--- src/rtl/lcd_line_prefetch_sched.sv ---
// Line prefetch scheduler: issues one frame-buffer read per display line ahead of
// the LCD scan and steers the returned beats into the free half of a ping-pong buffer.
module lcd_line_prefetch_sched #(
    parameter int LINE_W = 750,
    parameter int LINES  = 1334,
    parameter int STRIDE = 1024,
    parameter int ADDR_W = 24,
    parameter int DATA_W = 24
) (
    input  logic              pclk,
    input  logic              rst_n,
    input  logic              enable,
    input  logic [ADDR_W-1:0] fb_base,
    input  logic              frame_start,
    input  logic              line_start,
    input  logic              line_end,
    output logic              rd_req,
    output logic [ADDR_W-1:0] rd_addr,
    output logic [10:0]       rd_len,
    input  logic              rd_ack,
    input  logic              rd_valid,
    input  logic [DATA_W-1:0] rd_data,
    output logic              lb_we,
    output logic [11:0]       lb_waddr,
    output logic [DATA_W-1:0] lb_wdata,
    output logic              disp_bank,
    output logic              disp_ready,
    output logic              underrun,
    output logic              busy,
    output logic [1:0]        fsm_state
);

    localparam int LW = $clog2(LINES + 1);

    typedef enum logic [1:0] {
        IDLE = 2'd0,
        REQ  = 2'd1,
        DATA = 2'd2
    } state_t;

    state_t            state;
    logic [LW-1:0]     fill_line;
    logic [LW-1:0]     disp_line;
    logic [1:0]        bank_valid;
    logic [ADDR_W-1:0] base_shadow;
    logic              discard;
    logic [10:0]       beat;

    logic              start_ok;
    logic              last_beat;
    logic              burst_done;
    logic              fill_done;
    logic [ADDR_W-1:0] line_off;

    // Handshake: rd_req rises with rd_addr and both hold until the cycle rd_ack is
    // high; that cycle is the transfer. Beats are then accepted on every rd_valid.
    assign line_off   = ADDR_W'(fill_line) * ADDR_W'(STRIDE);
    assign start_ok   = enable && (fill_line < LW'(LINES)) &&
                        !bank_valid[fill_line[0]] && !frame_start;
    assign last_beat  = (beat == 11'(LINE_W - 1));
    assign burst_done = (state == DATA) && rd_valid && last_beat;
    assign fill_done  = burst_done && !discard;

    assign rd_len     = 11'(LINE_W);
    assign disp_bank  = disp_line[0];
    assign disp_ready = bank_valid[disp_line[0]];
    assign busy       = (state != IDLE);
    assign fsm_state  = state;

    always_ff @(posedge pclk or negedge rst_n) begin
        if (!rst_n) begin
            state       <= IDLE;
            rd_req      <= 1'b0;
            rd_addr     <= '0;
            lb_we       <= 1'b0;
            lb_waddr    <= '0;
            lb_wdata    <= '0;
            underrun    <= 1'b0;
            fill_line   <= '0;
            disp_line   <= '0;
            bank_valid  <= 2'b00;
            base_shadow <= '0;
            discard     <= 1'b0;
            beat        <= '0;
        end else begin
            lb_we <= 1'b0;

            if (line_start && !disp_ready) begin
                underrun <= 1'b1;
            end

            case (state)
                IDLE: begin
                    if (start_ok) begin
                        state   <= REQ;
                        rd_req  <= 1'b1;
                        rd_addr <= base_shadow + line_off;
                    end
                end
                REQ: begin
                    if (rd_ack) begin
                        state  <= DATA;
                        rd_req <= 1'b0;
                        beat   <= '0;
                    end
                end
                DATA: begin
                    if (rd_valid) begin
                        // A frame_start landing on a beat already belongs to the old frame.
                        lb_we    <= !(discard || frame_start);
                        lb_waddr <= {fill_line[0], beat};
                        lb_wdata <= rd_data;
                        beat     <= beat + 11'd1;
                        if (last_beat) begin
                            state   <= IDLE;
                            discard <= 1'b0;
                        end
                    end
                end
                default: begin
                    state  <= IDLE;
                    rd_req <= 1'b0;
                end
            endcase

            if (frame_start) begin
                base_shadow <= fb_base;
                disp_line   <= '0;
                fill_line   <= '0;
                bank_valid  <= 2'b00;
                if ((state != IDLE) && !burst_done) begin
                    discard <= 1'b1;
                end
            end else begin
                if (line_end) begin
                    bank_valid[disp_line[0]] <= 1'b0;
                    if (disp_line != LW'(LINES)) begin
                        disp_line <= disp_line + LW'(1);
                    end
                end
                // Placed after the line_end clear so a completing fill wins the same bank.
                if (fill_done) begin
                    bank_valid[fill_line[0]] <= 1'b1;
                    fill_line                <= fill_line + LW'(1);
                end
            end
        end
    end

endmodule

--- config.mk ---
export PLATFORM = sky130hd
export DESIGN_NAME = lcd_line_prefetch_sched
export DESIGN_NICKNAME = d
export VERILOG_FILES = /design/src/rtl/lcd_line_prefetch_sched.sv
export SDC_FILE = /design/constraint.sdc
export NUM_CORES = 1
export LEC_CHECK = 0
export ABC_AREA = 1
export CORE_MARGIN = 2
export CORE_UTILIZATION = 30
export CTS_BUF_LIST = sky130_fd_sc_hd__clkbuf_4 sky130_fd_sc_hd__clkbuf_8 sky130_fd_sc_hd__clkbuf_16
export CTS_CLUSTER_SIZE = 10
export DETAILED_ROUTE_END_ITERATION = 7
export PLACE_DENSITY = 0.64
export SLEW_MARGIN = 20
export SYNTH_ARGS = -nofsm -noshare
export SYNTH_HDL_FRONTEND = slang
export SYNTH_SLANG_ARGS = --single-unit
--- constraint.sdc ---
create_clock -name pclk -period 4.9 [get_ports pclk]
set_input_delay 0.98 -clock pclk [delete_from_list [all_inputs] [get_ports pclk]]
set_output_delay 0.98 -clock pclk [all_outputs]
set_load 0.005 [all_outputs]
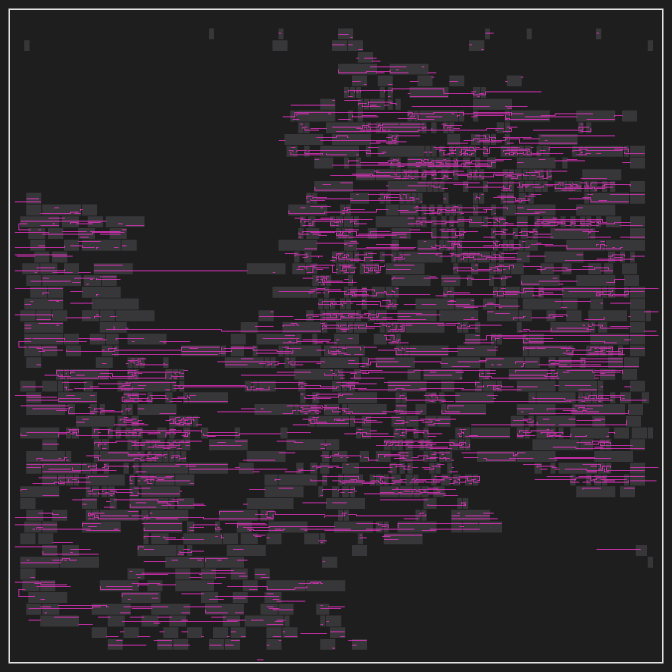
**Above:** run 1 (met1 routing).
share of all routed wire	47%
main direction	horizontal
wire length on this layer	7,030 µm
longest straight run	39.8 µm
via count: 5,168
Routed WL: 14,900 µm
met1 Use GR: 18.2%

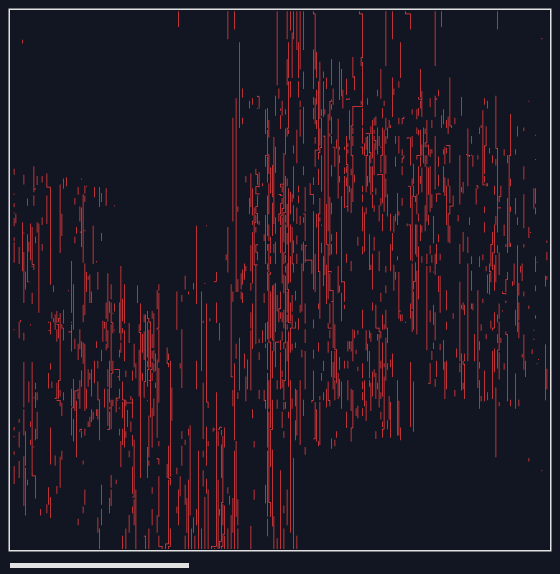
**Above:** run 1 (signal wires on met2).
Scale bar: 50 µm.
longest straight run	54.1 µm
share of all routed wire	46%
main direction	vertical
grt met2 use: 21.3%

==> flow_summary.ini, run 1 <==
; implementation run metrics
[cells_and_area]
antenna_cells = 0
comb_area_um2 = 2880
flop_area_um2 = 3130
reg_top3 = base_shadow (24), lb_wdata (24), rd_addr (24)
area_growth_pct = 31.6
design_area_um2 = 8530
finish.utilization_pct = 40.3
clkbuf_count = 17

[setup_path]
r2r_start = fsm_state[0]$_DFFE_PN0P_
max_stage_delay_ns = 0.53
timing_worst_setup_path_type = flip-flop to output pin
timing.rr.end = beat[6]$_DFFE_PN0P_

[route]
drcViolationCount = 0
first_iter_violations = 232

[logic_synthesis]
yosys_area_um2 = 6490
synth_top_flop_cell = dfrtp_1
ys_cells = 753

[global_routing]
grt_pass1_wl_um = 24700
antenna_found_initial = 0

[power_and_ir_drop]
switchingPower_mw = 1.10
maxPowerGroup = registers
p_clk_mw = 1.41
p_int_mw = 2.86
p_per_area_nw_per_um2 = 463

[clock_tree]
clk_path_buf_depth = 2
root_buffer = clkbuf_16

[place]
gp_congestion = 0.858

[run_status]
status = finished clean

[die]
dieHeight_um = 151

[timing]
fin_skew_ns = 0.0140
max_freq_mhz = 337
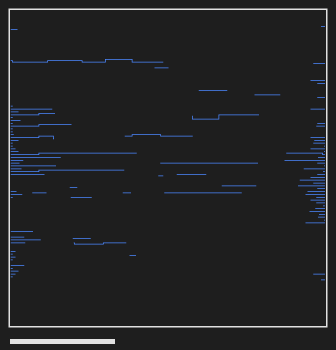
**Above:** run 1 (signal wires on met3).
Scale bar: 50 µm.
longest straight run	46.7 µm
nets with wire on the layer	95
share of all routed wire	6.4%
main direction	horizontal
wire length on this layer	950 µm
routing usage on met3: 4.64%

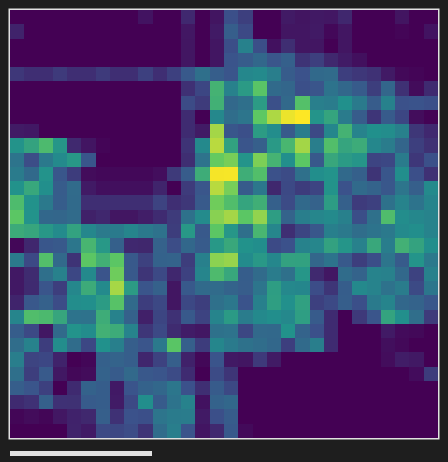
**Above:** run 1 (wiring heat map).
Scale bar: 50 µm. 30 x 30 tiles, from dark purple (low) to yellow (high), scaled to the fullest tile. Values are wire area over tile area, all layers added.
emptiest ninth of the die	upper left
densest ninth of the die	center
nearly empty tiles	26%
mean over tiles	0.10
fullest tile	0.43
GR Util All Layers: 13.7%
routed len/inst: 12.9 µm

==> run 1: placed cells by master (no fill, tap or decap), types with 2 or more instances in the layout <==
cell type,count
nand2_2,8
xnor2_1,7
clkinv_4,4
mux2_2,26
nor2_1,39
nand2_1,238
inv_6,3
o21ai_2,14
conb_1,11
nand3_1,48
ha_1,16
nand3b_1,6
and2_1,2
o21ai_0,37
buf_4,4
a21oi_1,12
or2_2,2
xor2_1,14
nor3_2,2
nand4_1,15
dfrtp_1,125
nor2_4,3
inv_1,67
clkbuf_16,17
nand3_2,2
bufinv_16,5
nor2_2,5
nor3_1,10
inv_2,5
o21ai_1,3
clkdlybuf4s50_1,121
**Run 1: clock nets**

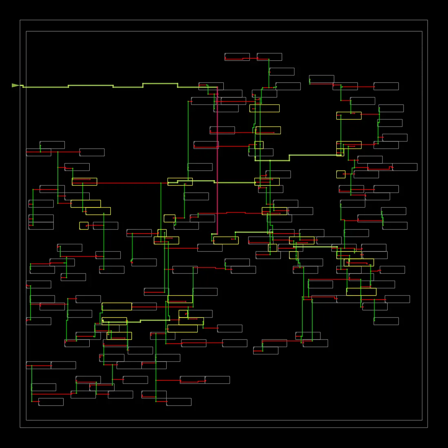

--- run 2 (diff from run 1) ---
--- a/config.mk
+++ b/config.mk
@@ -11,7 +11,7 @@
 export CTS_BUF_LIST = sky130_fd_sc_hd__clkbuf_4 sky130_fd_sc_hd__clkbuf_8 sky130_fd_sc_hd__clkbuf_16
 export CTS_CLUSTER_SIZE = 10
 export DETAILED_ROUTE_END_ITERATION = 7
-export PLACE_DENSITY = 0.64
+export PLACE_DENSITY = 0.65
 export SLEW_MARGIN = 20
 export SYNTH_ARGS = -nofsm -noshare
 export SYNTH_HDL_FRONTEND = slang
==> constraint.sdc (replaced) <==
create_clock -name pclk -period 2.6 [get_ports pclk]
set_input_delay 0.52 -clock pclk [delete_from_list [all_inputs] [get_ports pclk]]
set_output_delay 0.52 -clock pclk [all_outputs]
set_load 0.005 [all_outputs]
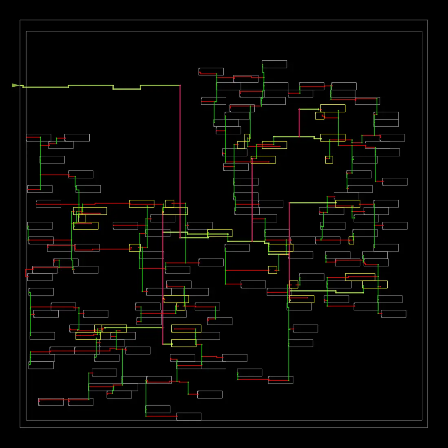
**Above:** run 2 (clock nets).
Clock Buffer Count: 17
clock skew: 0.0105 ns
Flops: 125
Power Clock: 2.37 mW
Clk Latency, worst-skew pair: 0.42 ns

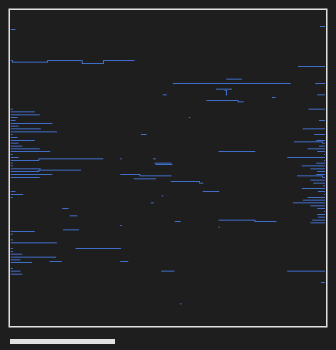
**Above:** run 2 (signal wires on met3).
Scale bar: 50 µm.
nets with wire on the layer	99
longest straight run	56.1 µm
main direction	horizontal
wire length on this layer	960 µm
share of all routed wire	6.5%
routing usage on met3: 4.97%
Routed WL: 14,900 µm
via count: 5,285

==> run 2 against run 1 <==
Flip-flop count unchanged; wire length down 0.35%; worst hold slack worse by 0.37 ns; sequential power up 88%; global-route usage up 0.27 points; final cell count up 0.43%; non-clock buffer count up 5; combinational power up 91%; first-iteration DRC count up 3.9%; critical path type unchanged; sequential share of layout area about the same.
==> flow_summary.ini, run 2 <==
; implementation run metrics
[setup_path]
timing.rr.end = rd_addr[18]$_DFFE_PN0P_
cp_top_family = buffers and inverters
max_stage_delay_ns = 0.57
cp-start-kind = flip-flop
timing_worst_setup_path_type = flip-flop to output pin
r2r_start = fill_line[0]$_DFFE_PN0P_
worstPathArrival_ns = 1.83

[cells_and_area]
finish.utilization_pct = 40.3
final_cell_mix = 238 x nand2_1, 125 x dfrtp_1, 121 x clkdlybuf4s50_1, 67 x inv_1, 48 x nand3_1
final_common_cell = nand2_1
design_area_um2 = 8530
flop_area_um2 = 3130
comb_area_um2 = 2880
signal_buffer_area_fraction_pct = 15.3
antenna_cells = 0
area_growth_pct = 31.5
reg_top3 = base_shadow (24), lb_wdata (24), rd_addr (24)

[run_status]
status = finished clean

[logic_synthesis]
synth_top_flop_cell = dfrtp_1
ys_cells = 753
synthCells = 753
yosys_area_um2 = 6490
ys_top_cells_by_count = 238 x nand2_1, 125 x dfrtp_1, 67 x inv_1, 48 x nand3_1, 39 x nor2_1

[place]
gp_congestion = 0.891
placedCellCount = 1133

[global_routing]
antenna_found_initial = 0
grt_pass1_wl_um = 25100
grt_max_degree = 51
grt_use_total_pct = 14.0

[clock_tree]
cts_tree = yes
clk_path_buf_depth = 2
root_buffer = clkbuf_16

[route]
drcViolationCount = 0
first_iter_violations = 241
wire_per_inst_um = 12.8

[power_and_ir_drop]
p_per_area_nw_per_um2 = 842
ir_drop_mv = 0.532

[timing]
maxSlewHeadroom_pct = 63.4
max_freq_mhz = 426

[die]
dieHeight_um = 151
==> run 2: layer usage <==
layer / share of wire [%] / GRT usage, %
met5: 0 / 0
met4: 2.0 / 4.91
met3: 6.5 / 4.97
met2: 45 / 21.8
met1: 47 / 18.1
==> run 2: report_power, final <==
group / switching (mW) / total (mW) / internal [mW]
combinational: 0.823 / 2.06 / 1.23
clock: 0.945 / 2.37 / 1.43
sequential: 0.304 / 2.75 / 2.45
==> run 2: cell families (layout without fill, tap and decap cells) <==
logic type                 after synthesis  count (layout)  synth area share (%)
and+or+nand+nor                        384             384                  26.5
DFF                                    125             125                  48.2
muxes                                   26              26                  4.51
buffers and inverters                  108             236                  7.89
xor gates and xnor gates                21              21                  2.84
AOI/OAI and AO/OA                       70              70                  6.54
other                                    2              11                 0.116
adders and majority gates               17              17                  3.39
--- run 3 (diff from run 2) ---
--- a/config.mk
+++ b/config.mk
@@ -6,6 +6,7 @@
 export NUM_CORES = 1
 export LEC_CHECK = 0
 export ABC_AREA = 1
+export CAP_MARGIN = 10
 export CORE_MARGIN = 2
 export CORE_UTILIZATION = 30
 export CTS_BUF_LIST = sky130_fd_sc_hd__clkbuf_4 sky130_fd_sc_hd__clkbuf_8 sky130_fd_sc_hd__clkbuf_16
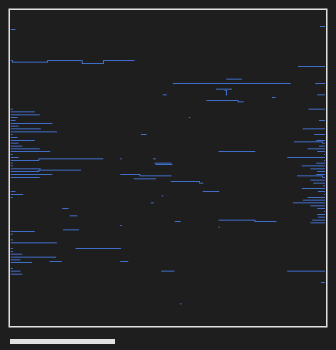
**Above:** run 3 (signal wires on met3).
Scale bar: 50 µm.
wire length on this layer	960 µm
longest straight run	56.1 µm
share of all routed wire	6.5%

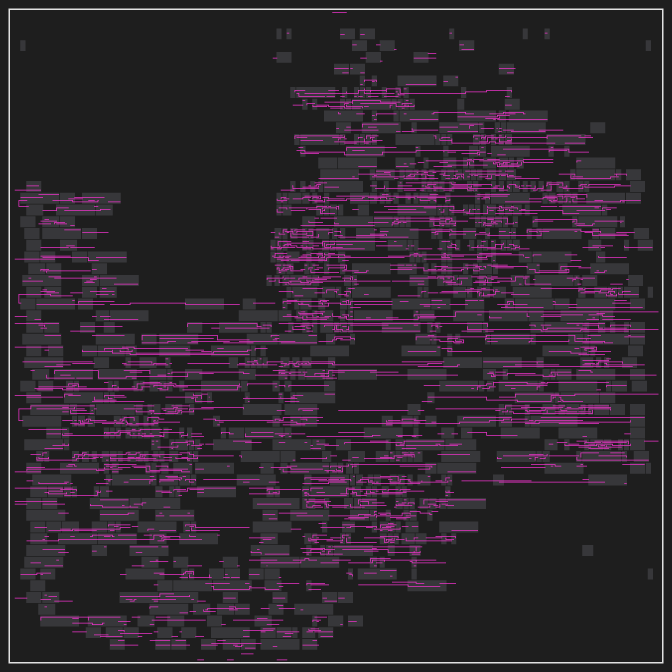
**Above:** run 3 (met1 routing).
share of all routed wire	47%
longest straight run	48.3 µm
nets with wire on the layer	832
met1 Use GR: 18.1%

==> run 3 against run 2 <==
Largest cell class unchanged; critical path type unchanged; clock power hardly changed; combinational power hardly changed; core utilization is the same; highest routed layer unchanged; register-to-register slack hardly changed; power unchanged; sequential power is essentially flat; wire length is the same; worst hold slack unchanged; non-clock buffer count unchanged.
==> flow_summary.ini, run 3 <==
; implementation run metrics
[run_status]
status = finished clean

[power_and_ir_drop]
p_per_area_nw_per_um2 = 842
ir_drop_mv = 0.532
switching_share_pct = 28.9
seq_power_share_pct = 38.3
powerComb_mw = 2.06
p_seq_mw = 2.75
switchingPower_mw = 2.07
p_clk_mw = 2.37

[logic_synthesis]
synth_top_flop_cell = dfrtp_1
synthCells = 753
ys_cells = 753

[cells_and_area]
signal_buffer_area_fraction_pct = 15.3
finish.utilization_pct = 40.3
final_cell_mix = 238 x nand2_1, 125 x dfrtp_1, 121 x clkdlybuf4s50_1, 67 x inv_1, 48 x nand3_1
final_common_cell = nand2_1
comb_area_um2 = 2880

[timing]
fin_skew_ns = 0.0105

[clock_tree]
root_buffer = clkbuf_16
clk_latency_ns = 0.42

[global_routing]
grt_use_met2_pct = 21.8
met3_usage_pct = 4.97
antenna_found_initial = 0

[setup_path]
worstPathArrival_ns = 1.83
r2r_start = fill_line[0]$_DFFE_PN0P_

[route]
wire_per_inst_um = 12.8

[place]
placedCellCount = 1133
run 3: cell counts in the layout (fill, tap and decap cells not counted):
Identical to the previous run, type by type.
run 3: per-layer routing:
layer | part of all wire [%] | vias up
li1 | - | 2646
met1 | 47 | 2488
met2 | 45 | 130
met3 | 6.5 | 21
met4 | 2.0 | 0
met5 | 0 | -
run 3: cells by family (layout without fill, tap and decap cells):
family	count (synthesis)	after routing	share of synthesized area, %
DFF	125	125	48.2
buffers and inverters	108	236	7.89
muxes	26	26	4.51
xor gates and xnor gates	21	21	2.84
and+or+nand+nor	384	384	26.5
other	2	11	0.116
adders and majority gates	17	17	3.39
AOI/OAI and AO/OA	70	70	6.54
run 3: critical path, stage by stage (launching register included):
cell and delay, ns:
dfrtp_1 0.52, nor2_2 0.12, inv_1 0.20, clkdlybuf4s50_1 0.57
No activity file was given, so power comes from the tool's default toggle rates.
